Fig. 1: run 1, register map, names as in the netlist
Scale bar: 20 um. Other sequential cells in the stronger gray, the rest of the logic in the fainter gray.
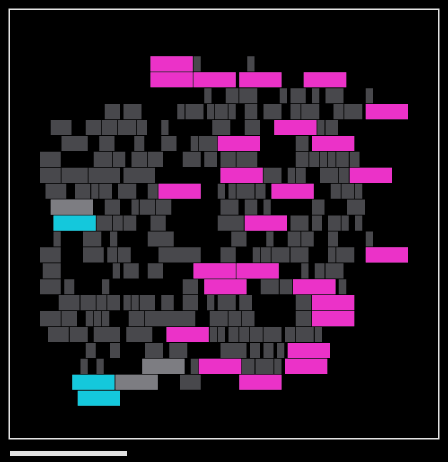
Fig. 2: run 1, ports around the boundary
Pins as bars across the die edge, other pins in gray.
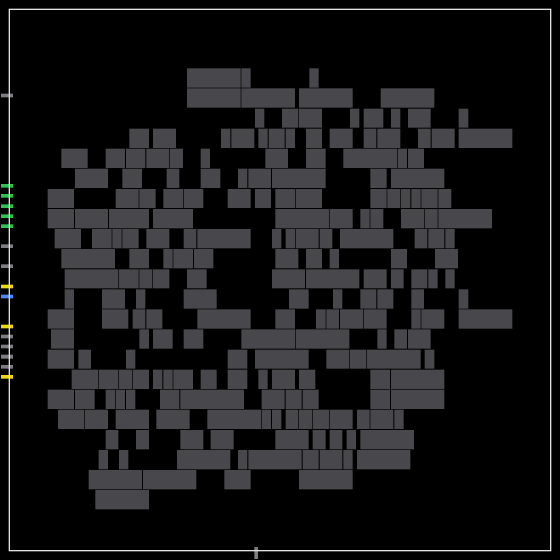
Fig. 3: run 1, logic cells by family
Scale bar: 20 um.
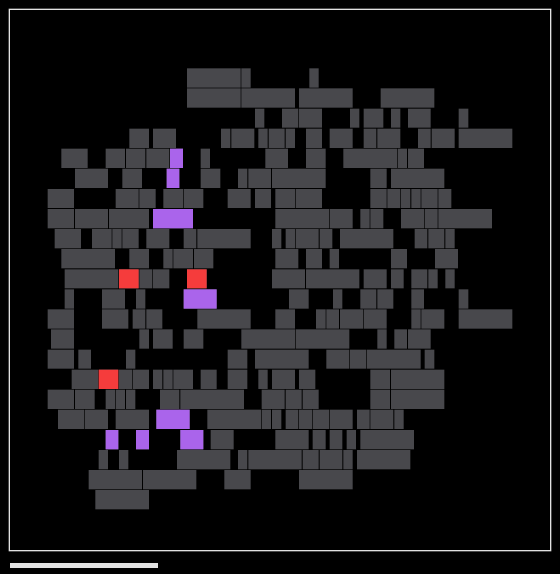
Fig. 4: run 1, clock nets
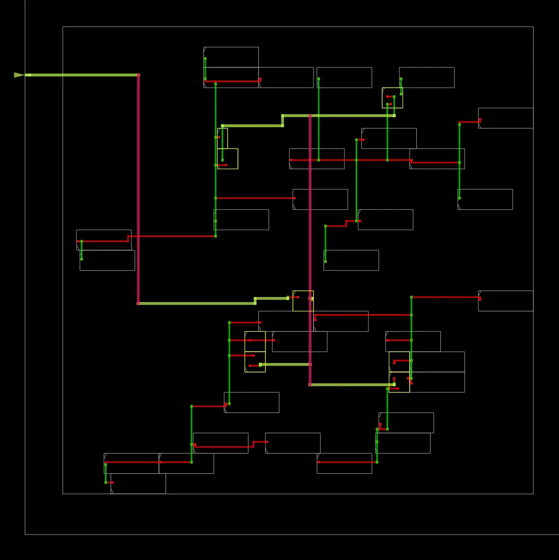
<file path="config.mk">
export PLATFORM = sky130hd
export DESIGN_NAME = mode_controller_flat
export DESIGN_NICKNAME = d
export VERILOG_FILES = /design/src/rtl/mode_pkg.sv /design/src/rtl/mode_controller_if.sv /design/src/rtl/blink_timer.sv /design/src/rtl/mode_controller.sv /design/src/flat_wrapper.sv
export SDC_FILE = /design/constraint.sdc
export NUM_CORES = 1
export LEC_CHECK = 0
export ABC_AREA = 0
export CAP_MARGIN = 20
export CORE_MARGIN = 5
export CORE_UTILIZATION = 40
export CTS_BUF_LIST = sky130_fd_sc_hd__clkbuf_4
export CTS_CLUSTER_DIAMETER = 60
export DETAILED_ROUTE_END_ITERATION = 10
export PLACE_DENSITY_LB_ADDON = 0.2
export RECOVER_POWER = 50
export SYNTH_ARGS = -nofsm -noshare
export SYNTH_HDL_FRONTEND = slang
export SYNTH_SLANG_ARGS = --single-unit
</file>
<file path="constraint.sdc">
create_clock -name clk -period 1.92 [get_ports clk]
set_input_delay 0.48 -clock clk [delete_from_list [all_inputs] [get_ports clk]]
set_output_delay 0.48 -clock clk [all_outputs]
set_load 0.02 [all_outputs]
</file>
<file path="src/rtl/mode_pkg.sv">
// Shared mode encodings for the calculator front panel.
// The LED display and every sub-unit import these so the mode numbers agree.
package mode_pkg;

  localparam int MODE_W = 3;

  localparam logic [MODE_W-1:0] MODE_DEFAULT = 3'd0;
  localparam logic [MODE_W-1:0] MODE_STORE   = 3'd1;
  localparam logic [MODE_W-1:0] MODE_GEN     = 3'd2;
  localparam logic [MODE_W-1:0] MODE_SHOW    = 3'd3;
  localparam logic [MODE_W-1:0] MODE_CALC    = 3'd4;
  localparam logic [MODE_W-1:0] MODE_SETUP   = 3'd5;

  // State encoding equals the externally visible mode number.
  typedef enum logic [MODE_W-1:0] {
    ST_DEFAULT = MODE_DEFAULT,
    ST_STORE   = MODE_STORE,
    ST_GEN     = MODE_GEN,
    ST_SHOW    = MODE_SHOW,
    ST_CALC    = MODE_CALC,
    ST_SETUP   = MODE_SETUP
  } mode_e;

  typedef struct packed {
    logic              valid;
    logic [MODE_W-1:0] mode;
  } sw_decode_t;

  // Exactly one switch up selects a mode; anything else is a user error.
  function automatic sw_decode_t onehot5(input logic [4:0] sw);
    sw_decode_t r;
    r.valid = 1'b1;
    r.mode  = MODE_DEFAULT;
    case (sw)
      5'b00001: r.mode = MODE_STORE;
      5'b00010: r.mode = MODE_GEN;
      5'b00100: r.mode = MODE_SHOW;
      5'b01000: r.mode = MODE_CALC;
      5'b10000: r.mode = MODE_SETUP;
      default:  r.valid = 1'b0;
    endcase
    return r;
  endfunction

endpackage

</file>
<file path="src/rtl/mode_controller_if.sv">
// Front-panel / sub-unit bus of the mode controller.
// Strobe semantics: confirm_pulse, back_pulse, op_done and op_error are
// single-cycle pulses, each counted once on the rising edge where it is high;
// there is no back-pressure. mode_enter is the controller's single-cycle
// strobe on the first cycle of a new non-DEFAULT mode.
interface mode_controller_if;
  import mode_pkg::*;

  logic [4:0]        mode_sw;
  logic              confirm_pulse;
  logic              back_pulse;
  logic              op_done;
  logic              op_error;
  logic [MODE_W-1:0] mode_state;
  logic              mode_enter;
  logic              error_active;
  logic              blink_bit;

  modport master (
    output mode_sw, confirm_pulse, back_pulse, op_done, op_error,
    input  mode_state, mode_enter, error_active, blink_bit
  );

  modport slave (
    input  mode_sw, confirm_pulse, back_pulse, op_done, op_error,
    output mode_state, mode_enter, error_active, blink_bit
  );
endinterface

</file>
<file path="src/rtl/blink_timer.sv">
// Half-period blink timer for the error indication.
// start restarts the "on" phase at count 0; while run is low the timer is
// parked dark. period_done flags the last cycle of an "off" phase, i.e. the
// edge that completes one full blink period.
module blink_timer #(
  parameter int BLINK_HALF = 50_000_000
) (
  input  logic clk,
  input  logic rst,
  input  logic start,
  input  logic run,
  output logic blink_bit,
  output logic period_done
);

  localparam int CW = (BLINK_HALF > 2) ? $clog2(BLINK_HALF) : 1;
  localparam logic [CW-1:0] LAST = CW'(BLINK_HALF - 1);

  logic [CW-1:0] cnt;

  // Half-period counter and blink phase register.
  always_ff @(posedge clk) begin
    if (rst) begin
      cnt       <= '0;
      blink_bit <= 1'b0;
    end else if (start) begin
      cnt       <= '0;
      blink_bit <= 1'b1;
    end else if (!run) begin
      cnt       <= '0;
      blink_bit <= 1'b0;
    end else if (cnt == LAST) begin
      cnt       <= '0;
      blink_bit <= ~blink_bit;
    end else begin
      cnt <= cnt + 1'b1;
    end
  end

  // Derived from registers only, so no path back into the controller logic.
  assign period_done = !blink_bit && (cnt == LAST);

endmodule

</file>
<file path="src/rtl/mode_controller.sv">
// Top-level mode sequencer for the calculator front panel.
// Optional feature macro MODE_CTRL_ERR_AUTOCLR_EN: when defined, an error
// indication clears itself after ERR_BLINKS full blink periods; otherwise it
// blinks until the user presses confirm or back.
module mode_controller
  import mode_pkg::*;
#(
  parameter int BLINK_HALF = 50_000_000,
  parameter int ERR_BLINKS = 3
) (
  input logic clk,
  input logic rst,
  mode_controller_if.slave bus
);

  mode_e      state;
  logic       mode_enter;
  logic       error_active;
  logic       blink_bit;
  logic       period_done;
  logic       auto_clr;
  logic       mode_active;
  logic       err_set;
  logic       err_clr;
  logic       error_next;
  sw_decode_t sw_dec;

`ifdef MODE_CTRL_ERR_AUTOCLR_EN
  localparam int PW = (ERR_BLINKS > 1) ? $clog2(ERR_BLINKS + 1) : 1;
  logic [PW-1:0] per_cnt;
  assign auto_clr = period_done && (per_cnt == PW'(ERR_BLINKS - 1));
`else
  logic unused_period_done;
  assign unused_period_done = period_done;
  assign auto_clr = 1'b0;
`endif

  // Event decode: when an error is raised or cleared, and the next error flag.
  always_comb begin
    sw_dec      = onehot5(bus.mode_sw);
    mode_active = (state == ST_STORE) || (state == ST_GEN) || (state == ST_SHOW) ||
                  (state == ST_CALC) || (state == ST_SETUP);
    err_set     = ((state == ST_DEFAULT) && !error_active && bus.confirm_pulse &&
                   !sw_dec.valid) || (mode_active && bus.op_error);
    err_clr     = error_active && (bus.confirm_pulse || bus.back_pulse || auto_clr);
    error_next  = err_set || (error_active && !err_clr);
  end

  // Mode FSM; all outputs registered, updated one edge after the input pulse.
  always_ff @(posedge clk) begin
    if (rst) begin
      state        <= ST_DEFAULT;
      mode_enter   <= 1'b0;
      error_active <= 1'b0;
`ifdef MODE_CTRL_ERR_AUTOCLR_EN
      per_cnt      <= '0;
`endif
    end else begin
      mode_enter   <= 1'b0;
      error_active <= error_next;
      case (state)
        ST_DEFAULT: begin
          // A press while the error shows only clears it.
          if (!error_active && bus.confirm_pulse && sw_dec.valid) begin
            state      <= mode_e'(sw_dec.mode);
            mode_enter <= 1'b1;
          end
        end
        ST_STORE, ST_GEN, ST_SHOW, ST_CALC, ST_SETUP: begin
          if (bus.op_error || bus.op_done || bus.back_pulse) begin
            state <= ST_DEFAULT;
          end
        end
        default: begin
          state        <= ST_DEFAULT;
          error_active <= 1'b0;
        end
      endcase
`ifdef MODE_CTRL_ERR_AUTOCLR_EN
      if (err_set) begin
        per_cnt <= '0;
      end else if (error_active && period_done) begin
        per_cnt <= per_cnt + 1'b1;
      end
`endif
    end
  end

  blink_timer #(
    .BLINK_HALF(BLINK_HALF)
  ) u_blink_timer (
    .clk        (clk),
    .rst        (rst),
    .start      (err_set),
    .run        (error_next),
    .blink_bit  (blink_bit),
    .period_done(period_done)
  );

  assign bus.mode_state   = state;
  assign bus.mode_enter   = mode_enter;
  assign bus.error_active = error_active;
  assign bus.blink_bit    = blink_bit;

endmodule
</file>
<file path="src/flat_wrapper.sv">
// flat-port wrapper written by rule: the top's interface ports become plain ports
module mode_controller_flat import mode_pkg::*;
#(
  parameter int BLINK_HALF = 50_000_000,
  parameter int ERR_BLINKS = 3
)
  (clk, rst, bus_mode_sw, bus_confirm_pulse, bus_back_pulse, bus_op_done, bus_op_error, bus_mode_state, bus_mode_enter, bus_error_active, bus_blink_bit);
  mode_controller_if bus_i ();
  input logic clk;
  input logic rst;
  input wire logic [$bits(bus_i.mode_sw)-1:0] bus_mode_sw;
  input wire logic [$bits(bus_i.confirm_pulse)-1:0] bus_confirm_pulse;
  input wire logic [$bits(bus_i.back_pulse)-1:0] bus_back_pulse;
  input wire logic [$bits(bus_i.op_done)-1:0] bus_op_done;
  input wire logic [$bits(bus_i.op_error)-1:0] bus_op_error;
  output wire logic [$bits(bus_i.mode_state)-1:0] bus_mode_state;
  output wire logic [$bits(bus_i.mode_enter)-1:0] bus_mode_enter;
  output wire logic [$bits(bus_i.error_active)-1:0] bus_error_active;
  output wire logic [$bits(bus_i.blink_bit)-1:0] bus_blink_bit;
  assign bus_i.mode_sw = bus_mode_sw;
  assign bus_i.confirm_pulse = bus_confirm_pulse;
  assign bus_i.back_pulse = bus_back_pulse;
  assign bus_i.op_done = bus_op_done;
  assign bus_i.op_error = bus_op_error;
  assign bus_mode_state = bus_i.mode_state;
  assign bus_mode_enter = bus_i.mode_enter;
  assign bus_error_active = bus_i.error_active;
  assign bus_blink_bit = bus_i.blink_bit;
  mode_controller #(.BLINK_HALF(BLINK_HALF), .ERR_BLINKS(ERR_BLINKS)) u_core (.clk(clk), .rst(rst), .bus(bus_i));
endmodule
</file>
==> flow_metrics.py, run 1 <==
# Metrics from the implementation run
metrics = {
    "worst_setup_path": {
        "arrival_ps": 2110,
        "crit_required_ps": 2190,
        "crit-reg2reg-launch": "u_core.u_blink_timer.cnt[18]",
        "slowest_stage": "clkdlybuf4s50_1",
        "cp_num_cells": 8,
        "path_class": "in -> reg",
        "crit_path_start": "bus_mode_sw[1]",
        "endpoint_kind": "register",
        "r2r_slack_ps": 220,
        "critPathTopFamily": "buffers and inverters",
        "worst-path-buf-inv": 3,
        "reg2reg_to": "u_core.u_blink_timer.cnt[9]",
    },
    "cts": {
        "cts_tree": "done",
        "holdBufCountCts": 0,
        "cts_max_level": 2,
        "cts-resized-gates": 2,
        "clk_pin_slew_ps": 90,
    },
    "logic_synthesis": {
        "yosys_warnings": 0,
        "edf_count": 0,
        "synth_top_cell_by_area": "dfxtp_1",
        "synth_cells": 183,
        "synth_area_um2": 1590,
        "ff_type": "dfxtp_1",
        "synth_top_area_share_pct": 40.2,
        "synth.avg_cell_area_um2": 8.71,
        "common_cells": "nor2_1, dfxtp_1, xor2_1, nand3_1, nand2_1",
        "yosysUniqueCellTypes": 34,
        "ys_ff": 32,
        "most_common_cell": "nor2_1",
        "yosysCellCount": 183,
        "synth.yosys.seq_area_share_pct": 40.2,
        "synth_chip_area_um2": 1590,
        "async_reset_ff_share_pct": 0,
    },
    "timing": {
        "fin_crit_sh_pct": 95.8,
        "fin_crit_ps": 1840,
        "finalSetupTns_ps": 0,
        "fmax_ghz": 0.544,
        "hold_viol": 0,
        "tightestPinTransition_ps": 490,
        "slew_viol_final": 0,
    },
    "finish": {
        "n_all_inverters": 2,
        "nClkBuffers": 7,
        "comb_share_pct": 46.9,
        "fill_cells": 366,
        "layout_top_cell": "nor2_1",
        "logic_area_um2": 921,
        "dominant_cells": "logic gates",
        "final-nonclk-buf-share_pct": 14.0,
        "post_route_cells_drive_above_1_share_pct": 13.9,
        "regArea_um2": 641,
        "clock_cell_area_share_pct": 2.87,
    },
    "hold_path": {
        "min_path_type": "reg -> reg",
        "worstHoldStart": "u_core.u_blink_timer.cnt[0]",
        "hold-path-endpoint": "u_core.u_blink_timer.cnt[0]",
    },
    "power": {
        "ir_worst_vdd_mv": 0.265,
        "power_density_nw_per_um2": 594,
        "total_power_uw": 1170,
    },
    "routing": {
        "first_pass_iters": 4,
        "wl_per_cell_um": 12.3,
        "dr_total_vias": 1382,
        "post-route-drc-count": 0,
    },
    "outcome": {
        "run_status": "finished, final reports clean",
    },
    "job": {
        "cap_violations": 0,
    },
    "global_routing": {
        "grt_use_total_pct": 14.5,
        "grt_overflow": 0,
        "antenna_found_initial": 0,
        "grt_pass1_vias": 1447,
        "grt_max_degree": 26,
    },
    "placement": {
        "gp_congestion": 0.890,
        "portBuffers": 16,
        "dp_slack_ps": -326,
    },
    "floorplanning": {
        "die_area_um2": 5350,
        "die_h_um": 73.1,
        "die_w_um": 73.1,
        "rows": 23,
        "taps": 50,
        "ioPinCount": 17,
    },
}
Back to the opening pictures, Fig. 1:
| color | signal | sequential cells |
|---|---|---|
| cyan | `u_core.bus.mode_state` | 3 |
| magenta | `u_core.u_blink_timer.cnt` | 26 |

Back to the opening pictures, Fig. 2:
| color | port | pins | direction | edge |
|---|---|---|---|---|
| blue | `bus_confirm_pulse` | 1 | input | left |
| green | `bus_mode_sw` | 5 | input | left |
| yellow | `bus_mode_state` | 3 | output | left |
all pins by edge: 16 left, 1 bottom

Back to the opening pictures, Fig. 3:
| color | family | cells |
|---|---|---|
| purple | inverting AOI/OAI gates | 8 |
| red | AND-OR and OR-AND gates | 3 |

Back to the opening pictures, Fig. 4:
Latency at later pin: 330 ps
clock group total power: 384 uW
Worst Skew: 6.95 ps

## run 1: stage by stage
stage / hold WS (ps) / instance area [um2] / utilization (%)
after CTS: 502 / 1950 / 49.5
after global placement: 465 / 1900 / 48.1
after global routing: 525 / 1960 / 49.8
after floorplan: 441 / 1590 / -
final: 500 / 1960 / 49.8
after detailed placement: 481 / 1900 / 48.1
## run 1: routing by layer
layer  GRT usage [%]  part of all wire, %  up-vias
li1                -                    -      701
met3            5.23                  4.3        8
met2            24.9                   48       30
met1            15.6                   45      643
met5               0                    0        -
met4            7.17                  2.6        0
## run 1: logic make-up (layout without fill, tap and decap cells)
family          Yosys count  after routing  synth area share [%]
compound gates           11             11                  5.34
xor+xnor                 29             29                  15.9
fa+ha+maj                 2              2                  1.57
buf+inv                   7             40                  2.83
flops                    32             32                  40.2
simple gates            102            102                  34.1
## run 1: report_power, final
| part | internal (uW) | switching [uW] | leakage, uW |
|---|---|---|---|
| Combinational | 60.0 | 48.7 | 0.000462 |
| Sequential | 668 | 4.11 | 0.000258 |
| Clock | 169 | 216 | 0.0000338 |
## run 1: sequential cells by signal (all words and copies together), names as in the netlist
signal / count
u_core.bus.mode_state: 3
u_core.bus.error_active: 1
u_core.bus.mode_enter: 1
u_core.u_blink_timer.cnt: 26
u_core.u_blink_timer.blink_bit: 1
## run 1: how the worst max path moves through the flow
| stage | endpoint | slack (ps) |
|---|---|---|
| floorplan | u_core.u_blink_timer.cnt[6] | 220 |
| global placement | u_core.u_blink_timer.cnt[3] | -240 |
| detailed placement | u_core.u_blink_timer.cnt[7] | -330 |
| CTS | u_core.u_blink_timer.cnt[7] | 20 |
| global route | u_core.u_blink_timer.cnt[9] | -30 |
| finish | u_core.u_blink_timer.cnt[7] | 80 |
## Run 2: what changed since run 1
CORE_UTILIZATION = 58   (was 40)
clock period = 1.8 ns   (was 1.92 ns; I/O delays follow)
Fig. 5: run 2, logic cells by family
Scale bar: 20 um.
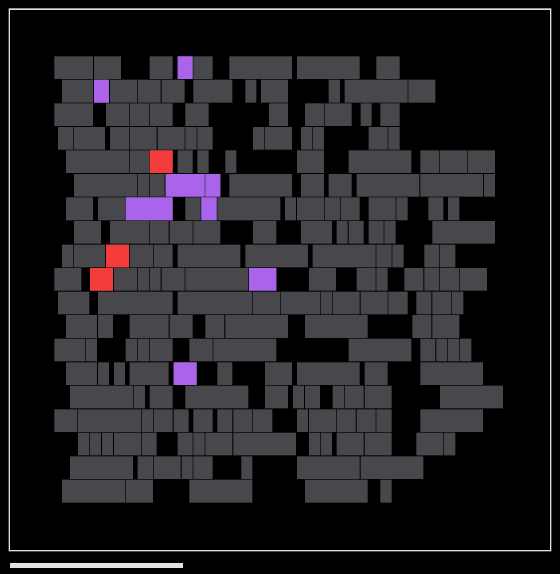
| color | family | cells |
|---|---|---|
| purple | inverting AOI/OAI gates | 8 |
| red | AND-OR and OR-AND gates | 3 |
Comb/total area: 48.2%
Final Non-Filler Cells: 245

==> run 2 against run 1 <==
Effect of this change: area after synthesis unchanged; via count up 1.2%; combinational power about the same; critical path type is now reg -> out; largest cell class unchanged; total power up 4.3%.
==> flow_metrics.py, run 2 <==
# Metrics from the implementation run
metrics = {
    "logic_synthesis": {
        "async_reset_ff_share_pct": 0,
        "yosysCellCount": 183,
        "synth_chip_area_um2": 1590,
        "synth_top_area_share_pct": 40.2,
        "yosysUniqueCellTypes": 34,
        "synth_area_um2": 1590,
        "common_cells": "nor2_1, dfxtp_1, xor2_1, nand3_1, nand2_1",
    },
    "cts": {
        "cts_max_level": 2,
        "clk_pin_slew_ps": 100,
        "cts_tree": "done",
    },
    "global_routing": {
        "antenna_found_initial": 0,
        "grt_max_degree": 20,
        "grt_pass1_vias": 1423,
    },
    "worst_setup_path": {
        "path_class": "reg -> out",
        "endpoint_kind": "primary output",
    },
    "hold_path": {
        "min_path_type": "reg -> reg",
    },
    "routing": {
        "post-route-drc-count": 0,
        "dr_total_vias": 1399,
        "first_pass_iters": 4,
    },
    "power": {
        "total_power_uw": 1210,
        "ir_worst_vdd_mv": 0.577,
        "power_density_nw_per_um2": 632,
    },
    "timing": {
        "whs_ps": 499,
        "slew_viol_final": 0,
        "finalSetupTns_ps": 0,
        "tightestPinTransition_ps": 464,
        "fin_crit_ps": 1710,
        "fmax_ghz": 0.584,
    },
    "finish": {
        "fill_cells": 204,
        "regMostFlops": "u_core.u_blink_timer.cnt",
        "post_route_cells_drive_above_1_share_pct": 13.1,
    },
    "placement": {
        "place_area_um2": 1860,
        "gp_congestion": 0.843,
    },
    "floorplanning": {
        "die_w_um": 62.4,
        "die_area_um2": 3900,
    },
    "outcome": {
        "run_status": "finished, final reports clean",
    },
}
Fig. 6: run 2, register map, names as in the netlist
Scale bar: 20 um. Other sequential cells in the stronger gray, the rest of the logic in the fainter gray.
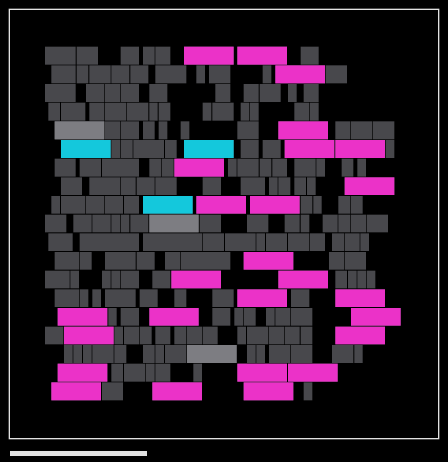
| color | signal | sequential cells |
|---|---|---|
| magenta | `u_core.u_blink_timer.cnt` | 26 |
| cyan | `u_core.bus.mode_state` | 3 |
sequential portion of the cell area: 33.3%
Util after Layout: 71.5%

==> run 2: netlist changes by cell type in the layout (fill, tap and decap cells not counted), moves of 2 or more <==
cell,change
dlymetal6s2s_1,+2
buf_4,-2
clkbuf_4,-2
clkinv_2,+2
clkdlybuf4s50_1,-5
==> run 2: path summary, 6_finish.rpt <==
path	from	endpoint	slack, ps	cells after the start
worst max-delay path	u_core.bus.mode_enter	bus_mode_enter	90	1
worst min-delay path	u_core.u_blink_timer.cnt[0]	u_core.u_blink_timer.cnt[0]	500	1
worst max register to register	u_core.u_blink_timer.cnt[24]	u_core.u_blink_timer.cnt[21]	160	6
worst min register to register	u_core.u_blink_timer.cnt[0]	u_core.u_blink_timer.cnt[0]	500	1
==> run 2: layout make-up <==
type                    count  area [um2]  area share [%]
clock buffers               5        37.5            1.95
clock inverters             3        13.8           0.716
inverters                   2        7.51           0.391
multi-input cells         144         927            48.2
flip-flops and latches     32         641            33.3
well taps                  31        38.8            2.02
repair buffers             28         256            13.3
==> run 2: layer usage <==
metal  share of wire [%]  global-route usage (%)
met2                  53                    33.0
met1                  42                    20.3
met4                 2.3                    9.02
met3                 3.4                    4.68
met5                   0                       0
==> run 2: timing repair <==
item,in CTS,in global routing
pin swaps,0,0
setup endpoints to repair,23,30
cloned,0,0
hold buffers,0,0
resized,5,8
==> run 2: cells by family after synthesis <==
logic type	synth area share (%)
AND-OR/OR-AND	5.34
XOR/XNOR	15.9
adder cells (fa/ha/maj)	1.57
buffers and inverters	2.83
flip-flops	40.2
AND/OR/NAND/NOR	34.1
==> run 2: power breakdown <==
part	internal, uW	total (uW)	switching (uW)
clock network	143	387	244
registers	713	718	4.92
logic	55.0	111	55.6
total	911	1210	304
No activity file was given, so power comes from the tool's default toggle rates.
